===== config.mk =====
export PLATFORM = sky130hd
export DESIGN_NAME = alu_req_arbiter_flat
export DESIGN_NICKNAME = d
export VERILOG_FILES = /design/src/rtl/alu_req_arbiter_if.sv /design/src/rtl/alu_req_arbiter.sv /design/src/flat_wrapper.sv
export SDC_FILE = /design/constraint.sdc
export NUM_CORES = 1
export LEC_CHECK = 0
export ABC_AREA = 1
export CAP_MARGIN = 20
export CORE_ASPECT_RATIO = 1.25
export CORE_MARGIN = 2
export CORE_UTILIZATION = 42
export CTS_BUF_LIST = sky130_fd_sc_hd__clkbuf_2 sky130_fd_sc_hd__clkbuf_4 sky130_fd_sc_hd__clkbuf_8
export CTS_CLUSTER_SIZE = 20
export DETAILED_ROUTE_END_ITERATION = 7
export PLACE_DENSITY_LB_ADDON = 0.1
export SLEW_MARGIN = 5
export SYNTH_ARGS = -nofsm -noshare
export SYNTH_HDL_FRONTEND = slang
export SYNTH_SLANG_ARGS = --single-unit

===== constraint.sdc =====
create_clock -name CLK -period 1.5 [get_ports CLK]
set_input_delay 0.15 -clock CLK [delete_from_list [all_inputs] [get_ports CLK]]
set_output_delay 0.15 -clock CLK [all_outputs]
set_load 0.01 [all_outputs]

===== src/rtl/alu_req_arbiter_if.sv =====
// Bundle of requester, response and ALU-side signals for the two-port ALU arbiter.
// slave = arbiter side; master = requesters, response consumer and ALU.
interface alu_req_arbiter_if #(
    parameter int unsigned DATA_W = 8,
    parameter int unsigned OUT_W  = 8
);
    logic              req0_valid;
    logic              req0_ready;
    logic [DATA_W-1:0] req0_a;
    logic [DATA_W-1:0] req0_b;
    logic [3:0]        req0_fun;

    logic              req1_valid;
    logic              req1_ready;
    logic [DATA_W-1:0] req1_a;
    logic [DATA_W-1:0] req1_b;
    logic [3:0]        req1_fun;

    logic              rsp_valid;
    logic              rsp_ready;
    logic              rsp_id;
    logic [OUT_W-1:0]  rsp_data;
    logic              rsp_err;
    logic              busy;

    logic [DATA_W-1:0] ALU_A;
    logic [DATA_W-1:0] ALU_B;
    logic [3:0]        ALU_FUN;
    logic              ALU_EN;
    logic [OUT_W-1:0]  ALU_OUT;
    logic              OUT_VALID;

    modport slave (
        input  req0_valid, req0_a, req0_b, req0_fun,
        input  req1_valid, req1_a, req1_b, req1_fun,
        input  rsp_ready, ALU_OUT, OUT_VALID,
        output req0_ready, req1_ready,
        output rsp_valid, rsp_id, rsp_data, rsp_err, busy,
        output ALU_A, ALU_B, ALU_FUN, ALU_EN
    );

    modport master (
        output req0_valid, req0_a, req0_b, req0_fun,
        output req1_valid, req1_a, req1_b, req1_fun,
        output rsp_ready, ALU_OUT, OUT_VALID,
        input  req0_ready, req1_ready,
        input  rsp_valid, rsp_id, rsp_data, rsp_err, busy,
        input  ALU_A, ALU_B, ALU_FUN, ALU_EN
    );
endinterface


===== src/rtl/alu_req_arbiter.sv =====
// Round-robin arbiter/sequencer for a shared ALU: accept one op, pulse ALU_EN,
// wait for OUT_VALID (with timeout) and return the result tagged with requester ID.
module alu_req_arbiter #(
    parameter int unsigned DATA_W  = 8,
    parameter int unsigned OUT_W   = 8,
    parameter int unsigned TIMEOUT = 4
) (
    input logic               CLK,
    input logic               RST,
    alu_req_arbiter_if.slave  bus
);

    typedef enum logic [1:0] {StIdle, StIssue, StWait, StResp} state_e;

    localparam logic [3:0] TimeoutCnt = 4'(TIMEOUT);

    state_e            state_q, state_d;
    logic              rr_q, rr_d;
    logic [DATA_W-1:0] a_q, a_d;
    logic [DATA_W-1:0] b_q, b_d;
    logic [3:0]        fun_q, fun_d;
    logic              id_q, id_d;
    logic [OUT_W-1:0]  data_q, data_d;
    logic              err_q, err_d;
    logic [3:0]        cnt_q, cnt_d;

    logic gnt_id;
    logic ready0, ready1;

    // rr_q names the requester that wins when both are valid.
    always_comb begin
        if (bus.req0_valid && bus.req1_valid) begin
            gnt_id = rr_q;
        end else begin
            gnt_id = bus.req1_valid;
        end
        ready0 = (state_q == StIdle) && !gnt_id && bus.req0_valid;
        ready1 = (state_q == StIdle) &&  gnt_id && bus.req1_valid;
    end

    always_comb begin
        state_d = state_q;
        rr_d    = rr_q;
        a_d     = a_q;
        b_d     = b_q;
        fun_d   = fun_q;
        id_d    = id_q;
        data_d  = data_q;
        err_d   = err_q;
        cnt_d   = cnt_q;

        unique case (state_q)
            StIdle: begin
                if (ready0 || ready1) begin
                    a_d     = gnt_id ? bus.req1_a   : bus.req0_a;
                    b_d     = gnt_id ? bus.req1_b   : bus.req0_b;
                    fun_d   = gnt_id ? bus.req1_fun : bus.req0_fun;
                    id_d    = gnt_id;
                    rr_d    = ~gnt_id;
                    state_d = StIssue;
                end
            end
            StIssue: begin
                cnt_d   = '0;
                state_d = StWait;
            end
            StWait: begin
                if (bus.OUT_VALID) begin
                    data_d  = bus.ALU_OUT;
                    err_d   = 1'b0;
                    state_d = StResp;
                end else begin
                    cnt_d = cnt_q + 4'd1;
                    if (cnt_d == TimeoutCnt) begin
                        data_d  = '0;
                        err_d   = 1'b1;
                        state_d = StResp;
                    end
                end
            end
            StResp: begin
                if (bus.rsp_ready) begin
                    state_d = StIdle;
                end
            end
            default: state_d = StIdle;
        endcase
    end

    always_ff @(posedge CLK) begin
        if (RST) begin
            state_q <= StIdle;
            rr_q    <= 1'b0;
            a_q     <= '0;
            b_q     <= '0;
            fun_q   <= '0;
            id_q    <= 1'b0;
            data_q  <= '0;
            err_q   <= 1'b0;
            cnt_q   <= '0;
        end else begin
            state_q <= state_d;
            rr_q    <= rr_d;
            a_q     <= a_d;
            b_q     <= b_d;
            fun_q   <= fun_d;
            id_q    <= id_d;
            data_q  <= data_d;
            err_q   <= err_d;
            cnt_q   <= cnt_d;
        end
    end

    assign bus.req0_ready = ready0;
    assign bus.req1_ready = ready1;
    assign bus.rsp_valid  = (state_q == StResp);
    assign bus.rsp_id     = id_q;
    assign bus.rsp_data   = data_q;
    assign bus.rsp_err    = err_q;
    assign bus.busy       = (state_q != StIdle);
    assign bus.ALU_A      = a_q;
    assign bus.ALU_B      = b_q;
    assign bus.ALU_FUN    = fun_q;
    assign bus.ALU_EN     = (state_q == StIssue);

endmodule


===== src/flat_wrapper.sv =====
// flat-port wrapper written by rule: the top's interface ports become plain ports
module alu_req_arbiter_flat 
#(
    parameter int unsigned DATA_W  = 8,
    parameter int unsigned OUT_W   = 8,
    parameter int unsigned TIMEOUT = 4
)
  (CLK, RST, bus_req0_valid, bus_req0_a, bus_req0_b, bus_req0_fun, bus_req1_valid, bus_req1_a, bus_req1_b, bus_req1_fun, bus_rsp_ready, bus_ALU_OUT, bus_OUT_VALID, bus_req0_ready, bus_req1_ready, bus_rsp_valid, bus_rsp_id, bus_rsp_data, bus_rsp_err, bus_busy, bus_ALU_A, bus_ALU_B, bus_ALU_FUN, bus_ALU_EN);
  alu_req_arbiter_if #(.DATA_W(DATA_W), .OUT_W(OUT_W)) bus_i ();
  input logic CLK;
  input logic RST;
  input wire logic [$bits(bus_i.req0_valid)-1:0] bus_req0_valid;
  input wire logic [$bits(bus_i.req0_a)-1:0] bus_req0_a;
  input wire logic [$bits(bus_i.req0_b)-1:0] bus_req0_b;
  input wire logic [$bits(bus_i.req0_fun)-1:0] bus_req0_fun;
  input wire logic [$bits(bus_i.req1_valid)-1:0] bus_req1_valid;
  input wire logic [$bits(bus_i.req1_a)-1:0] bus_req1_a;
  input wire logic [$bits(bus_i.req1_b)-1:0] bus_req1_b;
  input wire logic [$bits(bus_i.req1_fun)-1:0] bus_req1_fun;
  input wire logic [$bits(bus_i.rsp_ready)-1:0] bus_rsp_ready;
  input wire logic [$bits(bus_i.ALU_OUT)-1:0] bus_ALU_OUT;
  input wire logic [$bits(bus_i.OUT_VALID)-1:0] bus_OUT_VALID;
  output wire logic [$bits(bus_i.req0_ready)-1:0] bus_req0_ready;
  output wire logic [$bits(bus_i.req1_ready)-1:0] bus_req1_ready;
  output wire logic [$bits(bus_i.rsp_valid)-1:0] bus_rsp_valid;
  output wire logic [$bits(bus_i.rsp_id)-1:0] bus_rsp_id;
  output wire logic [$bits(bus_i.rsp_data)-1:0] bus_rsp_data;
  output wire logic [$bits(bus_i.rsp_err)-1:0] bus_rsp_err;
  output wire logic [$bits(bus_i.busy)-1:0] bus_busy;
  output wire logic [$bits(bus_i.ALU_A)-1:0] bus_ALU_A;
  output wire logic [$bits(bus_i.ALU_B)-1:0] bus_ALU_B;
  output wire logic [$bits(bus_i.ALU_FUN)-1:0] bus_ALU_FUN;
  output wire logic [$bits(bus_i.ALU_EN)-1:0] bus_ALU_EN;
  assign bus_i.req0_valid = bus_req0_valid;
  assign bus_i.req0_a = bus_req0_a;
  assign bus_i.req0_b = bus_req0_b;
  assign bus_i.req0_fun = bus_req0_fun;
  assign bus_i.req1_valid = bus_req1_valid;
  assign bus_i.req1_a = bus_req1_a;
  assign bus_i.req1_b = bus_req1_b;
  assign bus_i.req1_fun = bus_req1_fun;
  assign bus_i.rsp_ready = bus_rsp_ready;
  assign bus_i.ALU_OUT = bus_ALU_OUT;
  assign bus_i.OUT_VALID = bus_OUT_VALID;
  assign bus_req0_ready = bus_i.req0_ready;
  assign bus_req1_ready = bus_i.req1_ready;
  assign bus_rsp_valid = bus_i.rsp_valid;
  assign bus_rsp_id = bus_i.rsp_id;
  assign bus_rsp_data = bus_i.rsp_data;
  assign bus_rsp_err = bus_i.rsp_err;
  assign bus_busy = bus_i.busy;
  assign bus_ALU_A = bus_i.ALU_A;
  assign bus_ALU_B = bus_i.ALU_B;
  assign bus_ALU_FUN = bus_i.ALU_FUN;
  assign bus_ALU_EN = bus_i.ALU_EN;
  alu_req_arbiter #(.DATA_W(DATA_W), .OUT_W(OUT_W), .TIMEOUT(TIMEOUT)) u_core (.CLK(CLK), .RST(RST), .bus(bus_i));
endmodule

ff_map.png
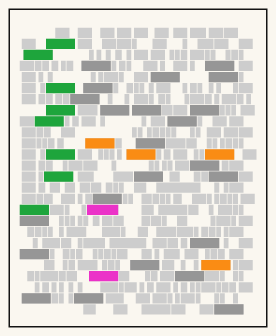
Green stands for `u_core.bus.rsp_data`, placed flops 8. Orange stands for `u_core.bus.ALU_FUN`, placed flops 4. Magenta stands for `u_core.state_q`, placed flops 2.
Another 23 sequential cells are not coloured.
Seq/total area: 0.244
Reg area: 742 µm²
power in sequential cells: 1.27 mW
post-layout util: 0.737

class_map.png
Scale bar: 20 µm.
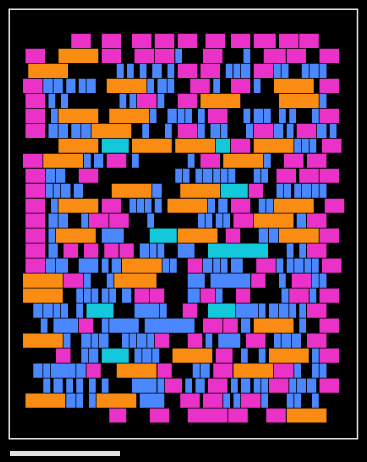
Cyan stands for clock drivers and dummy loads, cells 8, share of their area 4.0%. Blue stands for remaining logic cells, cells 226, share of their area 36%. Orange stands for sequential cells, cells 37, share of their area 25%. Magenta stands for remaining buffers and delay cells, cells 109, share of their area 35%.
Final Cell Area: 3040 µm²
Core Area: 4130 µm²
Rows: 26

==> metrics.csv <==
stage,metric,value,unit
power_and_ir_drop,combinational share of power,0.458,
power_and_ir_drop,Reg power frac,0.316,
power_and_ir_drop,Worst VDD drop,0.000878,V
run,max-cap violations,0,
clock_tree,Longest Clk Path Bufs,2,
power_and_ir_drop,pwr/cell area,1320,nW/µm²
worst_setup_path,crit path capture type,primary output,
worst_setup_path,WP data required,1350,ps
routing,vias,1975,
worst_setup_path,Reg2Reg Capture Point,u_core.cnt_q[2],
synthesis,post-synth net total,332,
synthesis,cell type with the largest total area,dfxtp_1,
synthesis,Syn Inst Count,271,
cells_and_area,layout cell share with drive strength beyond 1,0.118,
power_and_ir_drop,clock group power,908,µW
power_and_ir_drop,leakage,1.43,nW
worst_setup_path,FF-to-FF path depth,10,
sta,Clock Skew,3.50,ps
synthesis,"Adder Share, Synth",0.0480,
global_route,Tot GR Track Use,0.213,
hold_path,Hold Path Depth,3,
synthesis,async set-reset flop share out of synthesis,0,
sta,worst-margin pin slew,296,ps
routing,via/cell ratio,4.53,
synthesis,"flops & latches, synth",37,
power_and_ir_drop,Net Sw Power,1.34,mW
clock_tree,TritonCTS clock tree,done,
run,total tool warning count,32,
sta,min Tclk post-route,1420,ps
clock_tree,Skew-Pair Late Insertion Delay,290,ps
power_and_ir_drop,combinational group power,1.84,mW
worst_setup_path,crit path max fanout,2,
clock_tree,"CTS clk-pin slew, worst paths",70,ps
worst_setup_path,r2r setup slk,120,ps
sta,final period utilization,0.948,
sta,Slew Limit Fails,0,
worst_setup_path,Worst Setup Start Kind,flop,
worst_setup_path,Worst Setup Path Type,flop to primary output,
routing,DR iter-0 viols,59,
synthesis,area share of the largest cell type after synthesis,0.406,
synthesis,xor+xnor area frac,0,
floorplan,die area,4890,µm²
sta,Max Clock Freq,0.703,GHz
synthesis,Post-Syn Area,1820,µm²
synthesis,Netlist cell types,22,
outcome,outcome,completed,
routing,per-cell routed wire length,11.2,µm
global_route,first-pass GRT wire length,8380,µm
global_route,grt ovf,0,
synthesis,Ys Warns,0,
place,DP Wirelength,3740,µm
synthesis,"top cells, area","dfxtp_1 41%, nand2_1 21%, inv_1 9.3%",
global_route,initial antenna violation count,0,
clock_tree,Setup Buffers After CTS,0,
floorplan,Die Y,77.7,µm
synthesis,YS chip area,1820,µm²
cells_and_area,Area Growth Syn to Fin,66.8,%
clock_tree,CTS Buf Count,5,
clock_tree,Root Buffer Master,clkbuf_8,
sta,Max-slew headroom,0.802,
hold_path,min-delay worst type,primary input to flop,
synthesis,number of enable flip-flop cells,0,
routing,DRT antenna net count,0,
synthesis,syn avg cell area,6.73,µm²
power_and_ir_drop,clock group share of total power,0.226,
clock_tree,cts hold-fix bufs,0,
synthesis,Post-Synth AOI/OAI Area,0.0981,
synthesis,"Seq share, synth",0.406,
routing,routed wire length,4900,µm
worst_setup_path,CP arrival,1270,ps
synthesis,"top cells by count, synth","100 x nand2_1, 45 x inv_1, 37 x dfxtp_1",
clock_tree,post-CTS sizing,11,
clock_tree,CTS HTree Levels,2,
hold_path,Worst Hold End,u_core.bus.rsp_data[7],
power_and_ir_drop,Int Pwr,2.68,mW
clock_tree,Clock Sinks,37,
synthesis,MUX area fraction,0,
routing,DR DRC count,0,
synthesis,yosys simple share,0.323,
floorplan,fp util,0.442,
power_and_ir_drop,Tot Pwr,4.02,mW
synthesis,"count leader, synth",nand2_1,
hold_path,worst hold path startpoint,bus_ALU_OUT[7],
synthesis,Synth logic family,simple AND/OR/NAND/NOR gates,
cells_and_area,fillers,345,
worst_setup_path,RR Startpoint,u_core.state_q[0],
floorplan,Die W,62.9,µm
power_and_ir_drop,Pwr top,combinational cells,
place,GPL Wtd Cong,0.774,
global_route,vias in the first global route,1940,
sta,"Setup violations, final",0,
synthesis,ys cells,271,
global_route,largest net degree at the start of global routing,18,
routing,Pre-antenna DRT Iters,4,
floorplan,num ports,89,
power_and_ir_drop,Sw Ratio,0.333,
sta,RSZ-0062 raised after global routing,no,
synthesis,main flop type,dfxtp_1,
place,Port Buf Inserts,88,
cells_and_area,nets,440,
cells_and_area,Antenna diodes,0,
sta,"Hold Violations, Final",0,
[cell type report]
type | instances | area [µm²] | area share
Multi-Input combinational cell | 179 | 882 | 0.290
Tap cell | 56 | 70.1 | 0.0230
Timing Repair Buffer | 109 | 1050 | 0.345
Sequential cell | 37 | 742 | 0.244
Clock inverter | 1 | 30.0 | 0.00987
Clock buffer | 7 | 90.1 | 0.0296
Inverter | 47 | 179 | 0.0588
[critical path, cell delays in order (launching register included)]
cell and delay [ps]:
dfxtp_2 340, inv_2 50, buf_4 130, ha_1 180, dlygate4sd2_1 280
[metrics by stage]
step	instance area [µm²]	setup WS (ps)	hold WS, ps	instances	TNS [ps]
global route	3040	3.67	427	436	0
floorplan	1820	127	299	271	0
CTS	3020	-5.30	411	436	-5.30
finish	3040	78.0	417	436	0
global placement	2900	-163	431	428	-829
detailed placement	2900	-186	447	428	-1390
[metal layers]
layer | global-route usage | wire length, µm | vias up
li1 | - | - | 1044
met1 | 0.216 | 1930 | 872
met2 | 0.404 | 2580 | 53
met3 | 0.0667 | 332 | 6
met4 | 0.0689 | 61 | 0
met5 | 0 | 0 | -
[registers in the layout, summed over array words and instances, names as in the netlist]
| register | flops |
|---|---|
| u_core.bus.ALU_A | 8 |
| u_core.bus.ALU_B | 8 |
| u_core.bus.ALU_FUN | 4 |
| u_core.bus.rsp_data | 8 |
| u_core.bus.rsp_err | 1 |
| u_core.bus.rsp_id | 1 |
| u_core.cnt_q | 4 |
| u_core.rr_q | 1 |
| u_core.state_q | 2 |
[placed cells by master (no fill, tap or decap)]
master | netlist | layout
dfxtp_1 | 37 | 36
nand3_1 | 26 | 26
nand4_1 | 1 | 1
nor2_4 | 1 | 2
nor2_1 | 5 | 5
o21ai_0 | 8 | 8
dlygate4sd2_1 | 0 | 3
inv_2 | 0 | 2
clkdlybuf4s15_2 | 0 | 2
nand2_4 | 1 | 1
a21oi_2 | 1 | 1
buf_12 | 0 | 1
ha_4 | 0 | 1
ha_2 | 0 | 1
nand2_2 | 0 | 1
bufinv_16 | 0 | 1
clkbuf_4 | 0 | 1
inv_4 | 1 | 1
clkinv_1 | 1 | 1
o21ai_2 | 0 | 1
clkbuf_8 | 0 | 6
inv_1 | 45 | 43
nand2_1 | 100 | 99
o21ai_1 | 2 | 1
ha_1 | 7 | 5
clkdlybuf4s50_1 | 0 | 83
a21oi_1 | 24 | 24
nor2_8 | 1 | 1
buf_4 | 3 | 20
dfxtp_2 | 0 | 1
nand3_2 | 1 | 1
[worst max path at each step]
stage | end | from | slack (ps) | cells after the start
4_1_cts | bus_req1_ready | u_core.state_q[1] | -5 | 5
6_report | bus_ALU_EN | u_core.state_q[1] | 80 | 4
5_1_grt | u_core.cnt_q[2] | u_core.state_q[0] | 4 | 10
3_3_place_gp | bus_req0_ready | bus_req0_valid | -160 | 6
2_1_floorplan | u_core.bus.ALU_A[7] | u_core.state_q[0] | 130 | 8
3_5_place_dp | bus_req0_ready | bus_req0_valid | -190 | 6
[logic make-up (layout without fill, tap and decap cells)]
family                     after synthesis  after routing
adders and majority gates                7              7
DFF                                     37             37
buffers and inverters                   55            164
and+or+nand+nor                        137            137
AOI/OAI and AO/OA                       35             35
Power is estimated from default activity; no workload was simulated.
